--- src/rtl/dp_pkg.sv ---
// Shared types and constants for the dot-product MAC engine.
package dp_pkg;

    typedef enum logic [1:0] {
        IDLE   = 2'd0,
        ACCUM  = 2'd1,
        RESULT = 2'd2
    } dp_state_e;

    localparam int DP_DATA_W = 8;
    localparam int DP_ACC_W  = 32;
    localparam int DP_LEN_W  = 32;

    // Full-precision width of an unsigned DATA_W x DATA_W product.
    function automatic int prod_width(input int data_w);
        return 2 * data_w;
    endfunction

endpackage

--- src/rtl/dp_mac_unit.sv ---
// Combinational multiply-accumulate step with carry detection.
// Build option DP_MAC_SATURATE_EN clamps the sum to all-ones on carry-out instead of wrapping.
module dp_mac_unit
    import dp_pkg::*;
#(
    parameter int DATA_W = DP_DATA_W,
    parameter int ACC_W  = DP_ACC_W
) (
    input  logic [ACC_W-1:0]  acc,
    input  logic [DATA_W-1:0] a,
    input  logic [DATA_W-1:0] b,
    output logic [ACC_W-1:0]  next_acc,
    output logic              carry
);

    localparam int PROD_W = prod_width(DATA_W);

    logic [PROD_W-1:0] prod;
    logic [ACC_W:0]    sum;

    always_comb begin
        prod  = PROD_W'(a) * PROD_W'(b);
        // One extra bit catches the carry-out of the accumulate.
        sum   = {1'b0, acc} + (ACC_W + 1)'(prod);
        carry = sum[ACC_W];
`ifdef DP_MAC_SATURATE_EN
        next_acc = carry ? {ACC_W{1'b1}} : sum[ACC_W-1:0];
`else
        next_acc = sum[ACC_W-1:0];
`endif
    end

endmodule

--- src/rtl/dp_mac_engine.sv ---
// Dot-product engine: accumulates A[i]*B[i] over vec_len pairs and offers the sum on a valid/ready port.
// Build option DP_MAC_SATURATE_EN (in dp_mac_unit) selects clamping instead of wrap on overflow.
module dp_mac_engine
    import dp_pkg::*;
#(
    parameter int DATA_W = DP_DATA_W,
    parameter int ACC_W  = DP_ACC_W,
    parameter int LEN_W  = DP_LEN_W
) (
    input  logic              ACLK,
    input  logic              ARESETN,
    input  logic              start,
    input  logic [LEN_W-1:0]  vec_len,
    input  logic              in_valid,
    output logic              in_ready,
    input  logic [DATA_W-1:0] in_a,
    input  logic [DATA_W-1:0] in_b,
    output logic              res_valid,
    input  logic              res_ready,
    output logic [ACC_W-1:0]  res_data,
    output logic              busy,
    output logic              overflow
);

    dp_state_e          state_q, state_d;
    logic [LEN_W-1:0]   len_q, len_d;
    logic [LEN_W-1:0]   cnt_q, cnt_d;
    logic [ACC_W-1:0]   acc_q, acc_d;
    logic [ACC_W-1:0]   res_q, res_d;
    logic               ovf_q, ovf_d;

    logic [ACC_W-1:0]   mac_next;
    logic               mac_carry;

    dp_mac_unit #(
        .DATA_W (DATA_W),
        .ACC_W  (ACC_W)
    ) u_mac (
        .acc      (acc_q),
        .a        (in_a),
        .b        (in_b),
        .next_acc (mac_next),
        .carry    (mac_carry)
    );

    always_ff @(posedge ACLK or negedge ARESETN) begin
        if (!ARESETN) begin
            state_q <= IDLE;
            len_q   <= '0;
            cnt_q   <= '0;
            acc_q   <= '0;
            res_q   <= '0;
            ovf_q   <= 1'b0;
        end else begin
            state_q <= state_d;
            len_q   <= len_d;
            cnt_q   <= cnt_d;
            acc_q   <= acc_d;
            res_q   <= res_d;
            ovf_q   <= ovf_d;
        end
    end

    always_comb begin
        state_d = state_q;
        len_d   = len_q;
        cnt_d   = cnt_q;
        acc_d   = acc_q;
        res_d   = res_q;
        ovf_d   = ovf_q;
        unique case (state_q)
            IDLE: begin
                if (start) begin
                    len_d   = vec_len;
                    cnt_d   = '0;
                    acc_d   = '0;
                    res_d   = '0;
                    ovf_d   = 1'b0;
                    state_d = (vec_len == '0) ? RESULT : ACCUM;
                end
            end
            ACCUM: begin
                if (in_valid) begin
                    acc_d = mac_next;
                    cnt_d = cnt_q + LEN_W'(1);
                    if (mac_carry) begin
                        ovf_d = 1'b1;
                    end
                    // len_q is never zero here, so len_q-1 cannot underflow.
                    if (cnt_q == len_q - LEN_W'(1)) begin
                        res_d   = mac_next;
                        state_d = RESULT;
                    end
                end
            end
            RESULT: begin
                if (res_ready) begin
                    state_d = IDLE;
                end
            end
            default: state_d = IDLE;
        endcase
    end

    assign in_ready  = (state_q == ACCUM);
    assign res_valid = (state_q == RESULT);
    assign busy      = (state_q != IDLE);
    assign res_data  = res_q;
    assign overflow  = ovf_q;

endmodule

--- config.mk ---
export PLATFORM = sky130hd
export DESIGN_NAME = dp_mac_engine
export DESIGN_NICKNAME = d
export VERILOG_FILES = /design/src/rtl/dp_pkg.sv /design/src/rtl/dp_mac_unit.sv /design/src/rtl/dp_mac_engine.sv
export SDC_FILE = /design/constraint.sdc
export NUM_CORES = 1
export LEC_CHECK = 0
export ABC_CLOCK_PERIOD_IN_PS = 15830
export CORE_ASPECT_RATIO = 0.6
export CORE_MARGIN = 8
export CORE_UTILIZATION = 60
export DETAILED_ROUTE_END_ITERATION = 8
export HOLD_SLACK_MARGIN = 0.15
export PLACE_DENSITY = 0.83
export REMOVE_ABC_BUFFERS = 1
export SYNTH_ARGS = -nofsm -noshare
export SYNTH_HDL_FRONTEND = slang
export SYNTH_SLANG_ARGS = --single-unit
--- constraint.sdc ---
create_clock -name ACLK -period 15.83 [get_ports ACLK]
set_clock_uncertainty 0.15 [all_clocks]
set_input_delay 1.583 -clock ACLK [delete_from_list [all_inputs] [get_ports ACLK]]
set_output_delay 1.583 -clock ACLK [all_outputs]
set_load 0.02 [all_outputs]
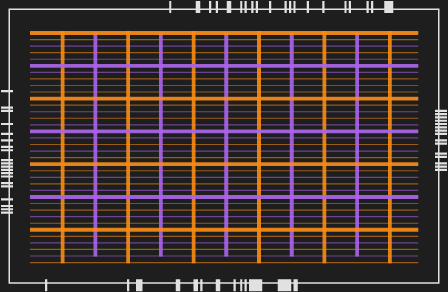
(run_1/pdn.png)
Pins as bars on the die edge.
Key: orange = VSS; purple = VDD
11 straps on met4. 36 met1 rails follow the rows. 7 straps on met5. The core has 35 rows.
die width: 177.5 um
chip height: 112.9 um

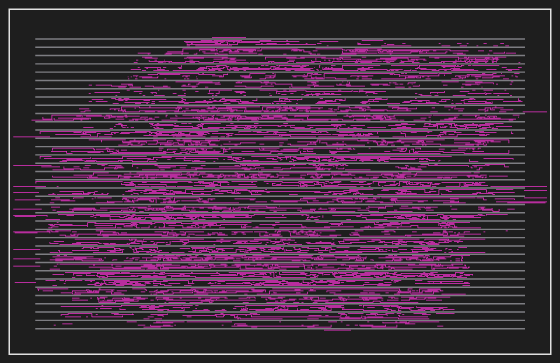
(run_1/met1.png)
Supply wires on this layer in gray.
The longest straight run is 48.3 um. The wires run mostly horizontal.

==> job_summary.md, run 1 <==
### Metrics collected by this job

| Metric | Value |
|---|---|
| Crit path max-delay cell type | `clkdlybuf4s50_1` |
| Sequential power | `490 uW` |
| Net switching power | `813.5 uW` |
| Tap cells | `203` |
| Unique cell types | `62` |
| ANT cells | `0` |
| Comb group | `954 uW` |
| Filler cells | `1,123` |
| Met3 wire length | `2208 um` |
| Overall routing resource usage | `0.2457` |
| H-tree depth | `4` |
| Outcome | `finished clean` |
| Vias in the first global route | `7,548` |
| Most numerous logic cells after layout | `dfrtp_1 (131), inv_1 (108), clkdlybuf4s50_1 (87)` |
| Port Buf Inserts | `88` |
| Syn Std Cell Area | `9390 um2` |
| Total CTS buffers | `17` |
| Fin. Hold Viols | `0` |
| Gr ovfl total | `0` |
| Hold Crit Endpoint | `acc_q[17]` |
| Critical path required time | `15.99 ns` |
| Longest Clk Path Bufs | `2` |
| Core area | `15,330 um2` |
| FMAX | `131.3 MHz` |
| DRT met1 WL | `11,590 um` |
| Final Non-Filler Cells | `1,275` |
| Basic Gates by Area | `0.1848` |
| Cell family with most CP delay | `adder cells` |
| Top cell type by total area after synthesis | `dfrtp_1` |
| Routed Antenna Nets | `0` |
| RSZ-0062 raised after global routing | `false` |
| Post-synth regs | `131` |
| Final WS setup | `8.211 ns` |
| Pre-CTS setup slack | `7.907 ns` |
| Pwr Total | `1.840 mW` |
| Synth top area share | `0.3491` |
| P_leak | `5.048 nW` |
| CTS root buf | `clkbuf_16` |
| Register-to-register setup slack | `9.86 ns` |
| Clk_lat worst skew | `0.42 ns` |
| Pin count of the biggest net entering global routing | `77` |
| Arr. time, crit path | `7.78 ns` |
| FP Util | `0.6127` |
| Cell count along the critical path | `19` |
| Final clock-cell share | `0.05375` |
| Top cell excl fill/tap | `dfrtp_1` |
| Average size of a mapped cell | `9.611 um2` |
| Dpl cells | `1,243` |
| Core Rows | `35` |
| Top cells by count | `dfrtp_1 (131), inv_1 (108), nand2_1 (82)` |
| Hold WC Path Type | `reg2reg` |
| Comb_multi_in | `708` |
| Hold_sp | `acc_q[17]` |
| Initial antenna violation count | `0` |
| Flops | `131` |
| Met2 routed WL | `9948 um` |
| Worst Tran Pin Value | `1.023 ns` |
| Worst setup path start | `in_a[0]` |
| M2 GR Usage | `0.3313` |
| Sw Ratio | `0.4421` |
| GR Util met3 | `0.07316` |
| Boundary Pins | `89` |
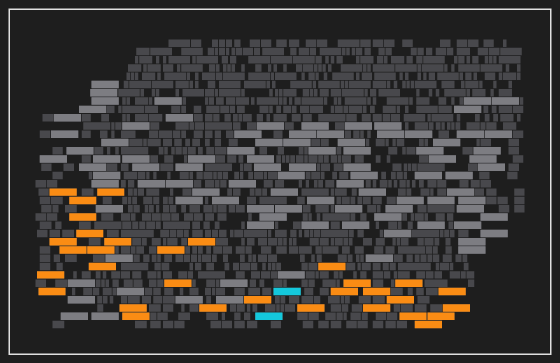
(run_1/registers.png)
Key: cyan = `state_q` [sequential cells 2]; orange = `len_q` [sequential cells 32]
Another 97 sequential cells are not colored.
Seq/total area: 0.2971
FF/Latch Area: 3278 um2

==> run 1 -> run 2 <==
- ABC_CLOCK_PERIOD_IN_PS: 15830 -> 6380
- CORE_UTILIZATION: 60 -> 53
- PLACE_DENSITY: 0.83 -> 0.78
- clock period: 15.83 -> 6.38 ns (I/O delays scaled with it)
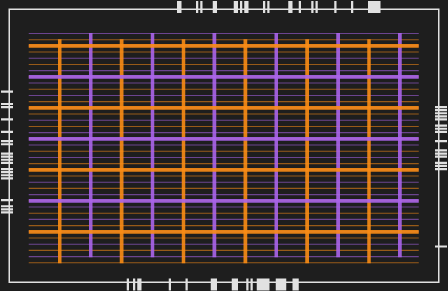
(run_2/pdn.png)
Pins as bars on the die edge.
core area: 17,220 um2
Worst VDD drop: 305.4 uV

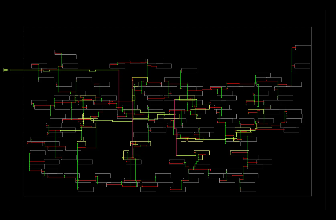
(run_2/final_clocks.png)
total CTS buffers: 17
Flops: 131
clk_lat worst skew: 0.42 ns

==> run 2 against run 1 <==
  * Non-clock buffer count up 21
  * Area after synthesis unchanged
  * Core utilization down 7.0 points
  * Sequential power up 150%
  * Register-to-register slack worse by 8.8 ns
  * Synthesized cell count unchanged
  * Total power rose to 2.5 times the previous value
  * Final cell count up 4.0%
  * Wire length up 2.5%
  * Global-route usage down 2.2 points
==> job_summary.md, run 2 <==
### Metrics collected by this job

| Metric | Value |
|---|---|
| P_leak | `5.137 nW (+1.8%)` |
| Hold Crit Endpoint | `acc_q[5]` |
| Pin count of the biggest net entering global routing | `70 (-9.1%)` |
| GR Util met3 | `0.05536 (-0.01780)` |
| Top routing layer in use | `met4` |
| FMAX | `167.0 MHz` |
| Seq/total area | `0.2927 (-0.004415)` |
| Pwr Total | `4.612 mW (+150%)` |
| DR vias | `7,772` |
| Xor/xnor share | `0.07928` |
| Fin. Hold Viols | `0 (unchanged)` |
| Met3 wire length | `2344 um (+6.2%)` |
| Syn Std Cell Area | `9390 um2 (unchanged)` |
| Filler cells | `1,319 (+17%)` |
| Final Non-Filler Cells | `1,326 (+4.0%)` |
| Port Buf Inserts | `88 (unchanged)` |
| Top cells by count | `dfrtp_1 (131), inv_1 (108), nand2_1 (82)` |
| Final clock-cell share | `0.05005 (-0.003703)` |
| Worst flop-to-flop path startpoint | `acc_q[7]` |
| Basic Gates by Area | `0.1848 (unchanged)` |
| M1 GR Usage | `0.3489` |
| Ys cells | `977` |
| Routed Antenna Nets | `0 (unchanged)` |
| Clk pwr | `936 uW` |
| Startpoint types | `input port` |
| Signal buffers | `114` |
| Sw Ratio | `0.4403 (-0.001822)` |
| Pre-CTS setup slack | `0.04611 ns (-7.861 ns)` |
| Crit end category | `register` |
| Top cell type by total area after synthesis | `dfrtp_1` |
| Worst setup path start | `in_b[3]` |
| Average size of a mapped cell | `9.611 um2 (unchanged)` |
| Dpl cells | `1,294 (+4.1%)` |
| Critical path required time | `6.52 ns (-9.47 ns)` |
| Crit path max-delay cell type | `clkdlybuf4s50_1` |
| Slew HR | `0.3535` |
| Boundary Pins | `89 (unchanged)` |
| FF-to-FF path depth | `20` |
| Initial antenna violation count | `0 (unchanged)` |
| ANT cells | `0 (unchanged)` |
| Comb group | `2.46 mW (+160%)` |
| Die width | `187.8 um (+5.8%)` |
| FP Util | `0.5453 (-0.06739)` |
| Net switching power | `2.031 mW (+150%)` |
| Area contributors post-synth | `dfrtp_1 (35%), fa_1 (11%), ha_1 (5.7%)` |
| Synth top area share | `0.3491 (unchanged)` |
| RSZ-0062 raised after global routing | `false` |
| Comb_multi_in | `708 (unchanged)` |
| Cell family with most CP delay | `adder cells` |
| Top cell excl fill/tap | `dfrtp_1` |
| Chip height | `119.1 um (+5.5%)` |
| Hold WC Path Type | `reg2reg` |
| Cell count along the critical path | `21 (+2)` |
| M2 GR Usage | `0.3079 (-0.02337)` |
| Worst Tran Pin Value | `0.9674 ns (-0.05591 ns)` |
| Slew Viols, Final | `0` |
| Asr flop ratio synth | `1.000` |
| Hold_sp | `acc_q[5]` |
| CTS root buf | `clkbuf_16` |
| Leading power group | `combinational logic` |
| Vias in the first global route | `7,562 (+0.19%)` |
| Unique cell types | `62 (unchanged)` |
| Synth warn | `0` |
| FF/Latch Area | `3278 um2 (unchanged)` |
| Outcome | `finished clean` |
| Core Rows | `37 (+5.7%)` |
| Tap cells | `234 (+15%)` |
| Most numerous logic cells after layout | `dfrtp_1 (131), inv_1 (108), clkdlybuf4s50_1 (87)` |
| Post-synth regs | `131 (unchanged)` |
| DRT met1 WL | `11,900 um (+2.7%)` |
| Overall routing resource usage | `0.2235 (-0.02226)` |
| Register-to-register setup slack | `1.09 ns (-8.77 ns)` |
| Final WS setup | `0.3903 ns (-7.821 ns)` |
| Arr. time, crit path | `6.13 ns (-1.65 ns)` |
| Sequential power | `1.21 mW (+150%)` |
| Cells resized by post-CTS repair | `0` |
| Longest Clk Path Bufs | `2 (unchanged)` |
| H-tree depth | `4 (unchanged)` |
| Met2 routed WL | `10,120 um (+1.7%)` |
| Gr ovfl total | `0 (unchanged)` |
Power and IR drop assume default switching activity.
